## config.mk

```make
export PLATFORM = sky130hd
export DESIGN_NAME = load_store_unit
export DESIGN_NICKNAME = d
export VERILOG_FILES = /design/src/rtl/lsu_pkg.sv /design/src/rtl/lsu_byte_lane.sv /design/src/rtl/load_store_unit.sv
export SDC_FILE = /design/constraint.sdc
export NUM_CORES = 1
export LEC_CHECK = 0
export CORE_MARGIN = 3
export CORE_UTILIZATION = 48
export DETAILED_ROUTE_END_ITERATION = 8
export HOLD_SLACK_MARGIN = 0.08
export PLACE_DENSITY = 0.87
export RECOVER_POWER = 25
export SETUP_SLACK_MARGIN = 0.2
export SLEW_MARGIN = 40
export SYNTH_ARGS = -nofsm -noshare
export SYNTH_HDL_FRONTEND = slang
export SYNTH_SLANG_ARGS = --single-unit
export TNS_END_PERCENT = 10
```

## constraint.sdc

```tcl
create_clock -name i_clk -period 2.3 [get_ports i_clk]
set_input_delay 0.575 -clock i_clk [delete_from_list [all_inputs] [get_ports i_clk]]
set_output_delay 0.575 -clock i_clk [all_outputs]
set_load 0.02 [all_outputs]
```

## src/rtl/lsu_pkg.sv

```systemverilog
// Shared funct3 codes, FSM state encoding, request record and size helpers for the load/store unit.
package lsu_pkg;

    localparam logic [2:0] F3_B  = 3'b000;
    localparam logic [2:0] F3_H  = 3'b001;
    localparam logic [2:0] F3_W  = 3'b010;
    localparam logic [2:0] F3_D  = 3'b011;
    localparam logic [2:0] F3_BU = 3'b100;
    localparam logic [2:0] F3_HU = 3'b101;
    localparam logic [2:0] F3_WU = 3'b110;

    typedef enum logic [2:0] {
        S_IDLE   = 3'd0,
        S_LD_RD  = 3'd1,
        S_RMW_RD = 3'd2,
        S_ST_WR  = 3'd3,
        S_RESP   = 3'd4
    } lsu_state_e;

    typedef struct packed {
        logic        is_store;
        logic [2:0]  funct3;
        logic [2:0]  offset;
        logic [63:0] wdata;
    } lsu_req_t;

    // log2 of the access size in bytes
    function automatic logic [1:0] size_log2(input logic [2:0] f3);
        case (f3)
            F3_B, F3_BU: size_log2 = 2'd0;
            F3_H, F3_HU: size_log2 = 2'd1;
            F3_W, F3_WU: size_log2 = 2'd2;
            default:     size_log2 = 2'd3;
        endcase
    endfunction

    function automatic logic f3_illegal(input logic is_store, input logic [2:0] f3);
        f3_illegal = is_store ? (f3 > F3_D) : (f3 == 3'b111);
    endfunction

endpackage

```

## src/rtl/lsu_byte_lane.sv

```systemverilog
// Combinational lane logic: load extract/extend, and sub-word store merge into the old word.
// Little-endian lanes; offset is already naturally aligned by the caller.
module lsu_byte_lane
    import lsu_pkg::*;
(
    input  logic [63:0] i_word,
    input  logic [63:0] i_wdata,
    input  logic [2:0]  i_offset,
    input  logic [2:0]  i_funct3,
    output logic [63:0] o_ldata,
    output logic [63:0] o_merged
);

    logic [5:0]  w_shamt;
    logic [63:0] w_shifted;
    logic [63:0] w_size_mask;
    logic [63:0] w_lane_mask;

    assign w_shamt   = {i_offset, 3'b000};
    assign w_shifted = i_word >> w_shamt;

    always_comb begin
        w_size_mask = '1;
        case (size_log2(i_funct3))
            2'd0:    w_size_mask = 64'h0000_0000_0000_00FF;
            2'd1:    w_size_mask = 64'h0000_0000_0000_FFFF;
            2'd2:    w_size_mask = 64'h0000_0000_FFFF_FFFF;
            default: w_size_mask = '1;
        endcase

        o_ldata = w_shifted;
        case (i_funct3)
            F3_B:    o_ldata = {{56{w_shifted[7]}},  w_shifted[7:0]};
            F3_H:    o_ldata = {{48{w_shifted[15]}}, w_shifted[15:0]};
            F3_W:    o_ldata = {{32{w_shifted[31]}}, w_shifted[31:0]};
            F3_BU:   o_ldata = {56'd0, w_shifted[7:0]};
            F3_HU:   o_ldata = {48'd0, w_shifted[15:0]};
            F3_WU:   o_ldata = {32'd0, w_shifted[31:0]};
            default: o_ldata = w_shifted;
        endcase
    end

    // SD degenerates to a full-lane replace at offset 0
    assign w_lane_mask = w_size_mask << w_shamt;
    assign o_merged    = (i_word & ~w_lane_mask) | ((i_wdata << w_shamt) & w_lane_mask);

endmodule

```

## src/rtl/load_store_unit.sv

```systemverilog
// RV64 load/store stage in front of a word-only data memory; sub-word stores use read-modify-write.
// LSU_MISALIGN_TRAP_EN: misaligned accesses error out; otherwise the offset is aligned down.
module load_store_unit
    import lsu_pkg::*;
#(
    parameter int DATA_WIDTH = 64,
    parameter int ADDR_WIDTH = 10
) (
    input  logic                  i_clk,
    input  logic                  i_reset,
    input  logic                  i_req_valid,
    output logic                  o_req_ready,
    input  logic                  i_req_is_store,
    input  logic [2:0]            i_req_funct3,
    input  logic [DATA_WIDTH-1:0] i_req_addr,
    input  logic [DATA_WIDTH-1:0] i_req_wdata,
    output logic                  o_resp_valid,
    output logic [DATA_WIDTH-1:0] o_resp_rdata,
    output logic                  o_resp_err,
    output logic [ADDR_WIDTH-1:0] o_mem_addr,
    output logic [DATA_WIDTH-1:0] o_mem_wdata,
    output logic                  o_mem_read,
    output logic                  o_mem_write,
    input  logic [DATA_WIDTH-1:0] i_mem_rdata
);

    lsu_state_e            r_state;
    lsu_state_e            w_next;
    lsu_req_t              r_req;
    logic [ADDR_WIDTH-1:0] r_waddr;
    logic [63:0]           r_word;
    logic                  r_err;

    logic       w_accept;
    logic       w_bad;
    logic [2:0] w_off_raw;
    logic [2:0] w_align_mask;
    logic [2:0] w_off_aligned;
    logic [63:0] w_ldata;
    logic [63:0] w_merged;
    logic       w_unused_addr;

    assign w_accept      = i_req_valid && o_req_ready;
    assign w_off_raw     = i_req_addr[2:0];
    assign w_unused_addr = &{1'b0, i_req_addr[DATA_WIDTH-1:ADDR_WIDTH+3]};

    always_comb begin
        w_align_mask = 3'b000;
        case (size_log2(i_req_funct3))
            2'd0:    w_align_mask = 3'b111;
            2'd1:    w_align_mask = 3'b110;
            2'd2:    w_align_mask = 3'b100;
            default: w_align_mask = 3'b000;
        endcase
    end

    assign w_off_aligned = w_off_raw & w_align_mask;

`ifdef LSU_MISALIGN_TRAP_EN
    logic w_misalign;
    assign w_misalign = |(w_off_raw & ~w_align_mask);
    assign w_bad      = f3_illegal(i_req_is_store, i_req_funct3) || w_misalign;
`else
    assign w_bad      = f3_illegal(i_req_is_store, i_req_funct3);
`endif

    always_ff @(posedge i_clk or negedge i_reset) begin
        if (!i_reset) begin
            r_state <= S_IDLE;
            r_req   <= '0;
            r_waddr <= '0;
            r_word  <= '0;
            r_err   <= 1'b0;
        end else begin
            r_state <= w_next;
            if (w_accept) begin
                r_req   <= '{is_store: i_req_is_store, funct3: i_req_funct3,
                             offset: w_off_aligned, wdata: i_req_wdata};
                r_waddr <= i_req_addr[ADDR_WIDTH+2:3];
                r_err   <= w_bad;
            end
            if (r_state == S_LD_RD || r_state == S_RMW_RD) begin
                r_word <= i_mem_rdata;
            end
        end
    end

    lsu_byte_lane u_lane (
        .i_word   (r_word),
        .i_wdata  (r_req.wdata),
        .i_offset (r_req.offset),
        .i_funct3 (r_req.funct3),
        .o_ldata  (w_ldata),
        .o_merged (w_merged)
    );

    always_comb begin
        w_next       = r_state;
        o_req_ready  = 1'b0;
        o_mem_read   = 1'b0;
        o_mem_write  = 1'b0;
        o_mem_wdata  = '0;
        o_resp_valid = 1'b0;
        o_resp_err   = 1'b0;
        o_resp_rdata = '0;
        case (r_state)
            S_IDLE: begin
                o_req_ready = 1'b1;
                if (i_req_valid) begin
                    if (w_bad)                   w_next = S_RESP;
                    else if (!i_req_is_store)    w_next = S_LD_RD;
                    else if (i_req_funct3 == F3_D) w_next = S_ST_WR;
                    else                         w_next = S_RMW_RD;
                end
            end
            S_LD_RD: begin
                o_mem_read = 1'b1;
                w_next     = S_RESP;
            end
            S_RMW_RD: begin
                o_mem_read = 1'b1;
                w_next     = S_ST_WR;
            end
            S_ST_WR: begin
                o_mem_write = 1'b1;
                o_mem_wdata = (r_req.funct3 == F3_D) ? r_req.wdata : w_merged;
                w_next      = S_RESP;
            end
            S_RESP: begin
                o_resp_valid = 1'b1;
                o_resp_err   = r_err;
                if (!r_req.is_store && !r_err) o_resp_rdata = w_ldata;
                w_next       = S_IDLE;
            end
            default: w_next = S_IDLE;
        endcase
    end

    assign o_mem_addr = r_waddr;

endmodule

```

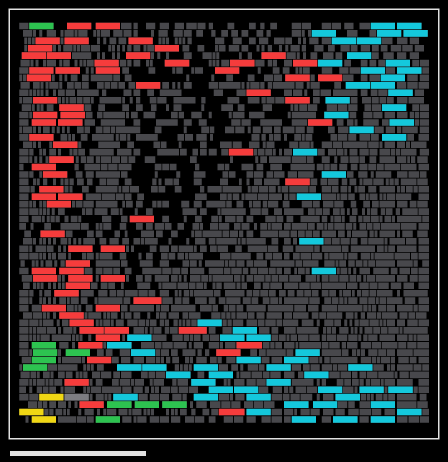
Fig. 1. Register map, names as in the netlist.
Scale bar: 50 µm. Other sequential cells in the stronger gray, the rest of the logic in the fainter gray.
- yellow: `r_state` (flops 3)
- cyan: `r_word` (flops 64)
- red: `r_req` (flops 71)
- green: `o_mem_addr` (flops 10; where lower left)
- not colored: 1
post-layout util: 0.822
Seq/total area: 0.206
Reg area: 3740 µm²
seq pwr: 5.84 mW

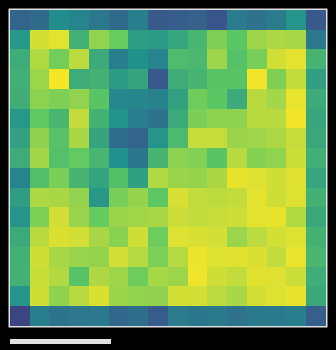
Fig. 2. Local utilization.
Scale bar: 50 µm. 16 x 16 tiles, from dark purple (low) to yellow (high), 0 to 100% covered.
- fullest tile: 99%
- mean over tiles: 72%
- tiles over 75% full: 55%
- emptiest ninth of the die: top center
Pre-Place Util: 0.494
Core ar.: 22100 µm²

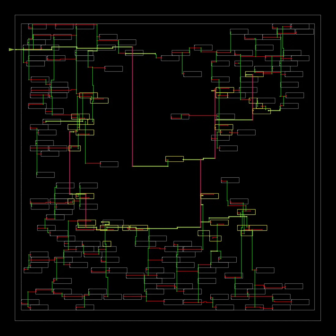
Fig. 3. Clock wiring as the flow saved it.
CTS Buf Count: 17
Flop Count: 149
Fin Clk Skew: 0.0167 ns

==> metal layers <==
metal  global-route usage  vias up  part of all wire
met5                    0        -           0.00051
met3               0.0868      302              0.11
met2                0.676     1115              0.46
li1                     -     5674                 -
met1                0.529     6547              0.36
met4                0.218        4             0.072
==> layout by cell type, fill, tap and decap left out, types with 5 or more instances in the layout <==
cell type,synthesis,final
a211oi_1,33,23
a211oi_2,1,11
a21oi_1,92,61
a21oi_2,26,22
a21oi_4,0,35
a22oi_1,5,5
a2bb2oi_1,16,8
a2bb2oi_2,0,8
a31oi_1,17,7
a31oi_2,0,8
a32oi_1,13,12
buf_12,0,29
buf_2,40,19
buf_4,8,349
buf_6,16,68
clkbuf_16,0,21
clkbuf_2,0,6
clkdlybuf4s15_2,0,6
clkdlybuf4s50_1,0,155
clkinv_8,0,8
dfrtp_1,149,145
mux2_2,88,87
mux2i_1,87,71
mux2i_2,0,14
mux4_2,18,18
nand2_1,339,336
nand2b_1,9,8
nand3_1,11,10
nor2_1,75,70
nor2_4,2,6
nor2b_1,21,18
o2111ai_1,13,11
o211ai_1,27,27
o21ai_0,46,33
o21ai_1,8,11
o21ai_2,0,8
o221ai_1,8,7
o22a_1,7,7
or2_4,0,5
or3_1,10,7
==> cell usage after synthesis, drive strengths merged, types with 17 or more instances <==
cell type and n:
a211oi 34, a21oi 118, a31oi 17, buf 74, clkbuf 41, dfrtp 149, mux2 88, mux2i 87
mux4 18, nand2 341, nor2 77, nor2b 21, o211ai 27, o21ai 54
==> flip-flops by register name, summed over array words and instances, names as in the netlist <==
register,count
r_state,3
o_mem_addr,10
r_req,71
r_err,1
r_word,64
==> report_power, final <==
part	switching [mW]	total [mW]	internal [mW]	leakage, nW
combinational	11.5	21.7	10.2	6.05
sequential	1.88	5.84	3.97	1.80
clock	1.48	2.97	1.49	0.301
==> results.txt <==
impl run done, here's what came out: status finished with violations, failing checks negative setup slack, leakage approximately 8 nW, Adder Share, Synth 0, Compound Share, Synth 0.205, Tot GR Track Use 0.418, Log Warnings roughly 80, invs w/o clock 5, final setup vio count approximately 130, final worst slack -1.67 ns, CTS Sinks ~150, Synth mux share 0.208, Net Count, Synth around 1.5k, Chip Area, Yosys around 11000 µm², Tap Count about 280, critical path cell sequence buf_4 > buf_12 > nor2b_1 > a211oi_1 > a211oi_1 > o21ai_1 > a21oi_4 > buf_6, ys flops 149, largest delay contributor family on the critical path AND-OR/OR-AND gates, Critical Path Source r_req[64], GP Congestion between 1 and 1.5, post-layout period usage 1.73, CTS-repair resized insts 405, Port-buffer cells 290, clk root buf clkbuf_16, fin nets roughly 2k, R2R setup slack between 0.1 and 0.15 ns, Clock Latency Late Sink between 0.4 and 0.5 ns, CP Capture Type output port, Peak Freq 252 MHz, Levels on crit path 8, clock buf count 17, CP startpoint kind register, Post-Synthesis Cells between 1k and 1.5k
No activity file was given, so power comes from the tool's default toggle rates.
